`config.mk`:
```
export PLATFORM = sky130hd
export DESIGN_NAME = mem_access_ctrl
export DESIGN_NICKNAME = d
export VERILOG_FILES = /design/src/rtl/mem_access_ctrl_pkg.sv /design/src/rtl/mem_access_ctrl_wait_counter.sv /design/src/rtl/mem_access_ctrl.sv
export SDC_FILE = /design/constraint.sdc
export NUM_CORES = 1
export LEC_CHECK = 0
export CAP_MARGIN = 20
export CELL_PAD_IN_SITES_DETAIL_PLACEMENT = 1
export CELL_PAD_IN_SITES_GLOBAL_PLACEMENT = 1
export CORE_AREA = 2 2 53 55
export DETAILED_ROUTE_END_ITERATION = 7
export DIE_AREA = 0 0 55 57
export PLACE_DENSITY_LB_ADDON = 0.12
export SLEW_MARGIN = 20
export SYNTH_ARGS = -nofsm -noshare
export SYNTH_HDL_FRONTEND = slang
export SYNTH_SLANG_ARGS = --single-unit
export TNS_END_PERCENT = 10
```
`constraint.sdc`:
```
create_clock -name clk -period 2.7 [get_ports clk]
set_input_delay 0.54 -clock clk [delete_from_list [all_inputs] [get_ports clk]]
set_output_delay 0.54 -clock clk [all_outputs]
set_load 0.01 [all_outputs]
```
`src/rtl/mem_access_ctrl_pkg.sv`:
```
// Shared definitions for the memory access sequencer.
//   - memAddrMux select encodings (MemAddrCtrl)
//   - access size encodings
//   - sequencer state enum
//   - helper to classify sub-word accesses
package mem_access_ctrl_pkg;

    localparam logic [2:0] SRC_REGA   = 3'd0;
    localparam logic [2:0] SRC_REGB   = 3'd1;
    localparam logic [2:0] SRC_PC     = 3'd2;
    localparam logic [2:0] SRC_ALUOUT = 3'd3;

    localparam logic [1:0] SZ_WORD = 2'd0;
    localparam logic [1:0] SZ_HALF = 2'd1;
    localparam logic [1:0] SZ_BYTE = 2'd2;

    typedef enum logic [2:0] {
        IDLE       = 3'd0,
        FETCH_WAIT = 3'd1,
        LOAD_WAIT  = 3'd2,
        RMW_READ   = 3'd3,
        RMW_WRITE  = 3'd4
    } state_e;

    // Size 3 is not a sub-word access; it behaves as a word.
    function automatic logic isSubWord(input logic [1:0] sz);
        return (sz == SZ_HALF) || (sz == SZ_BYTE);
    endfunction

endpackage

```
`src/rtl/mem_access_ctrl_wait_counter.sv`:
```
// Memory wait-state counter.
//   clk, reset : system clock / synchronous active-high reset
//   load       : load loadVal (takes priority over dec)
//   dec        : decrement by one; holds at zero
//   loadVal    : value loaded on entry to a wait state
//   isZero     : count has reached zero
module mem_wait_counter (
    input  logic       clk,
    input  logic       reset,
    input  logic       load,
    input  logic       dec,
    input  logic [2:0] loadVal,
    output logic       isZero
);

    logic [2:0] count;

    always_ff @(posedge clk) begin
        if (reset) begin
            count <= '0;
        end else if (load) begin
            count <= loadVal;
        end else if (dec && (count != '0)) begin
            count <= count - 3'd1;
        end
    end

    assign isZero = (count == '0);

endmodule

```
`src/rtl/mem_access_ctrl.sv`:
```
// Memory access sequencer for the shared memory port.
// Arbitrates store > load > fetch, drives the memAddrMux select and the
// memory write enable, and produces IR/MDR load strobes, the sub-word
// read-modify-write merge strobe and a one-cycle done pulse.
//   clk, reset   : system clock / synchronous active-high reset
//   fetch_req    : instruction fetch request (level)
//   load_req     : data load request (level)
//   store_req    : data store request (level)
//   data_src     : data address source (0=regA, 1=regB, 3=ALUOut, 2 illegal)
//   size         : access size (0=word, 1=half, 2=byte, 3=word)
//   MemAddrCtrl  : memAddrMux select (0=regA, 1=regB, 2=PC, 3=ALUOut)
//   MemWR        : memory write enable
//   IRWrite      : IR load strobe
//   MDRWrite     : MDR load strobe
//   merge_load   : captures old word for sub-word merge
//   busy         : transaction in progress
//   done         : completion pulse
//   err          : illegal data_src rejected
module mem_access_ctrl
    import mem_access_ctrl_pkg::*;
#(
    parameter int unsigned MEM_LAT = 1
) (
    input  logic       clk,
    input  logic       reset,
    input  logic       fetch_req,
    input  logic       load_req,
    input  logic       store_req,
    input  logic [1:0] data_src,
    input  logic [1:0] size,
    output logic [2:0] MemAddrCtrl,
    output logic       MemWR,
    output logic       IRWrite,
    output logic       MDRWrite,
    output logic       merge_load,
    output logic       busy,
    output logic       done,
    output logic       err
);

    localparam logic [2:0] LAT_M1 = 3'(MEM_LAT - 1);

    state_e state;
    logic   srcLegal;
    logic   cntLoad;
    logic   cntDec;
    logic   cntZero;

    // The counter is only loaded when a transaction with wait states is
    // actually accepted, mirroring the FSM's IDLE decisions below.
    always_comb begin
        srcLegal = ({1'b0, data_src} != SRC_PC);
        cntLoad  = 1'b0;
        cntDec   = 1'b0;
        if (state == IDLE) begin
            if (store_req) begin
                cntLoad = srcLegal && isSubWord(size);
            end else if (load_req) begin
                cntLoad = srcLegal;
            end else begin
                cntLoad = fetch_req;
            end
        end
        if ((state == FETCH_WAIT) || (state == LOAD_WAIT) || (state == RMW_READ)) begin
            cntDec = !cntZero;
        end
    end

    mem_wait_counter waitCnt (
        .clk     (clk),
        .reset   (reset),
        .load    (cntLoad),
        .dec     (cntDec),
        .loadVal (LAT_M1),
        .isZero  (cntZero)
    );

    // Wait states: once the counter reaches zero the strobe is raised for one
    // cycle; the registered strobe itself then marks the exit from the state.
    always_ff @(posedge clk) begin
        if (reset) begin
            state       <= IDLE;
            MemAddrCtrl <= SRC_PC;
            MemWR       <= 1'b0;
            IRWrite     <= 1'b0;
            MDRWrite    <= 1'b0;
            merge_load  <= 1'b0;
            busy        <= 1'b0;
            done        <= 1'b0;
            err         <= 1'b0;
        end else begin
            MemWR      <= 1'b0;
            IRWrite    <= 1'b0;
            MDRWrite   <= 1'b0;
            merge_load <= 1'b0;
            done       <= 1'b0;
            err        <= 1'b0;
            case (state)
                IDLE: begin
                    if (store_req || load_req) begin
                        if (!srcLegal) begin
                            err <= 1'b1;
                        end else begin
                            MemAddrCtrl <= {1'b0, data_src};
                            busy        <= 1'b1;
                            if (!store_req) begin
                                state <= LOAD_WAIT;
                            end else if (isSubWord(size)) begin
                                state <= RMW_READ;
                            end else begin
                                state <= RMW_WRITE;
                                MemWR <= 1'b1;
                                done  <= 1'b1;
                            end
                        end
                    end else if (fetch_req) begin
                        state       <= FETCH_WAIT;
                        MemAddrCtrl <= SRC_PC;
                        busy        <= 1'b1;
                    end
                end
                FETCH_WAIT: begin
                    if (IRWrite) begin
                        state       <= IDLE;
                        MemAddrCtrl <= SRC_PC;
                        busy        <= 1'b0;
                    end else if (cntZero) begin
                        IRWrite <= 1'b1;
                        done    <= 1'b1;
                    end
                end
                LOAD_WAIT: begin
                    if (MDRWrite) begin
                        state       <= IDLE;
                        MemAddrCtrl <= SRC_PC;
                        busy        <= 1'b0;
                    end else if (cntZero) begin
                        MDRWrite <= 1'b1;
                        done     <= 1'b1;
                    end
                end
                RMW_READ: begin
                    if (merge_load) begin
                        state <= RMW_WRITE;
                        MemWR <= 1'b1;
                        done  <= 1'b1;
                    end else if (cntZero) begin
                        merge_load <= 1'b1;
                    end
                end
                RMW_WRITE: begin
                    state       <= IDLE;
                    MemAddrCtrl <= SRC_PC;
                    busy        <= 1'b0;
                end
                default: begin
                    state       <= IDLE;
                    MemAddrCtrl <= SRC_PC;
                    busy        <= 1'b0;
                end
            endcase
        end
    end

endmodule

```
route_heat.png
11 x 11 tiles, from dark purple (low) to yellow (high), scaled to the fullest tile. Values are wire area over tile area, all layers added.
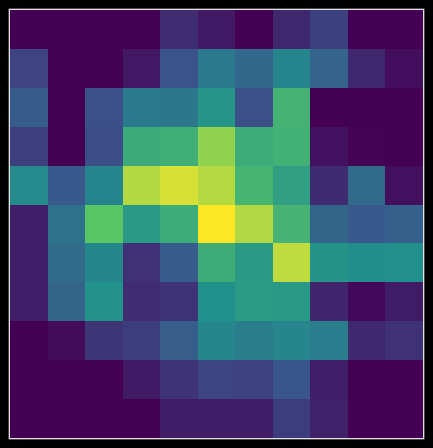
The densest ninth of the die: centre. 22% of the tiles are over half the peak. The emptiest ninth of the die: lower left. 23% of the tiles are nearly empty. The mean over all tiles is 0.085.

util_map.png
The bar under the picture is 20 µm long. 11 x 11 tiles, from dark purple (low) to yellow (high), 0 to 100% covered.
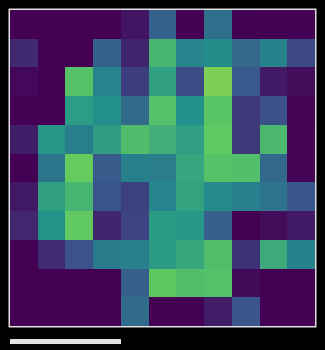
The fullest tile reaches 80%. 27% of the tiles are nearly empty. The emptiest ninth of the die: lower left. The densest ninth of the die: centre. 2.5% of the tiles are over 75% full.

layers.png
Only two layers are drawn.
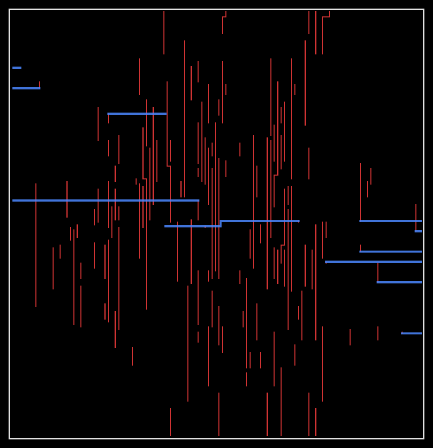
Key: M3 = blue [wire length 92.7 µm]; M2 = red [wire length 792 µm]

==> results.rst <==
Run summary
-----------

.. list-table::
   :header-rows: 1

   * - Metric
     - Value
   * - Proportion of cell area occupied by multi-input gates
     - 42.00%
   * - IO buf count
     - 17
   * - Skew final
     - 3.954 ps
   * - Setup repair after global routing missed its margin
     - false
   * - Area fraction in compound gates
     - 14.98%
   * - Bufs and invs on worst path
     - 1
   * - Dominant logic cell type in the layout
     - sky130_fd_sc_hd__clkdlybuf4s50_1
   * - Placed instance count
     - 127
   * - Count of cells along the worst hold path
     - 1
   * - Area share of xor/xnor cells in the synthesized design
     - ~2.4%
   * - Top logic family
     - simple AND/OR/NAND/NOR gates
   * - Crit path kind
     - input pin to flip-flop
   * - Synth Register Bits
     - 15
   * - Area share, top type
     - 40.40%
   * - Count of synthesis-stage warnings from yosys
     - 0
   * - Postcts setup bufs
     - 0
   * - Yosys cell count
     - 83
   * - Number of optimization iterations in the first detailed-route pass
     - 2
   * - Worst min-delay path endpoint
     - MemAddrCtrl[0]
   * - Worst flop-to-flop path startpoint
     - waitCnt.count[0]
   * - Area fraction in full adders, half adders and majority gates
     - 3.367%
   * - Hold/Removal Path Class
     - flip-flop to flip-flop
   * - Layout-stage area growth over the synthesis result
     - 29.46%
   * - Count of mapped cells out of synthesis
     - 83
   * - Reported leakage power
     - 0.3616 nW
   * - Maximum single-stage delay on the critical path
     - 480 ps
   * - Crit. path cell count
     - 5
   * - Pre-CTS setup slack
     - 441.0 ps
   * - Sinks on the clock net
     - 15
   * - H-tree depth reported by CTS
     - 1
   * - Number of distinct library cells after synthesis
     - 34
   * - Seq/Total Area, Yosys
     - between 40% and 50%
   * - Post_cts resized
     - 0
   * - Combinational cell area excluding buffers and inverters
     - a little over 400 µm²
   * - Die ar.
     - 0.003135 mm²
   * - Final Core Density
     - 36.79%
   * - Final critical delay including setup and external delays
     - 1939 ps
   * - Synth mux share
     - 9.259%
   * - Site Rows
     - 19
   * - Post-route insts no fill
     - about 130
   * - Overall overflow remaining after global route
     - 0
   * - Well-tap cell count
     - 31
   * - Count of plain and timing-repair buffers
     - 18
   * - OpenROAD warning count
     - 27
   * - Layout clock buffer count
     - 4
   * - Non-clock buffering overhead in the final layout
     - a little under a fifth
   * - FF-to-FF path depth
     - 6
   * - Post-route cell area
     - roughly 960 µm²
   * - Final hold slack
     - 506.6 ps
   * - Synth area leaders
     - sky130_fd_sc_hd__dfxtp_1 40%, sky130_fd_sc_hd__nor2_1 4.0%, sky130_fd_sc_hd__a21oi_1 3.4%, sky130_fd_sc_hd__ha_1 3.4%, sky130_fd_sc_hd__nand2b_1 3.4%
   * - IR Drop Worst-Case VDD
     - 0.0003144 V
   * - Final antenna-violating net count
     - 0
   * - Number of global-route vias before repair
     - 598
   * - Die Width
     - 55 µm
   * - Clock latency on the worst-skew pair
     - 290 ps
   * - CTS root buffer
     - sky130_fd_sc_hd__clkbuf_4
   * - Layout fillers
     - 314
   * - Number of hold violations in the final report
     - 0
   * - FF-to-FF setup slack
     - between 1000 and 1500 ps
   * - Placer Congestion
     - 0.7350
   * - Syn_area_per_cell
     - 8.954 µm²
   * - Pwr Total
     - 0.0006312 W
   * - Die Height
     - between 50 and 60 µm
   * - Total clock buffers created by CTS
     - 3
   * - Result of the run
     - finished clean
   * - Via density
     - 4.855
   * - Multi-input gate count
     - 59
-- layer usage --
metal | vias to the layer above | routed length (µm) | track usage [%]
li1 | 325 | - | -
met1 | 296 | 768 | 16.20
met2 | 11 | 791 | 17.69
met3 | 4 | 92 | 5.497
met4 | 0 | 33 | 5.226
met5 | - | 0 | 0
-- sequential cells by signal, summed over array words and instances, names as in the netlist --
signal and count:
IRWrite 1, MemAddrCtrl 2, MemWR 1, done 1, waitCnt.count 3, state 3
MDRWrite 1, busy 1, err 1, merge_load 1
-- power breakdown --
group	leakage [nW]	switching [W]	internal (W)
Sequential	0.122	0.0000397	0.000251
Clock	0.0150	0.0000776	0.0000576
Combinational	0.224	0.0000892	0.000116
Total	0.362	0.000206	0.000425
Power is estimated from default activity; no workload was simulated.
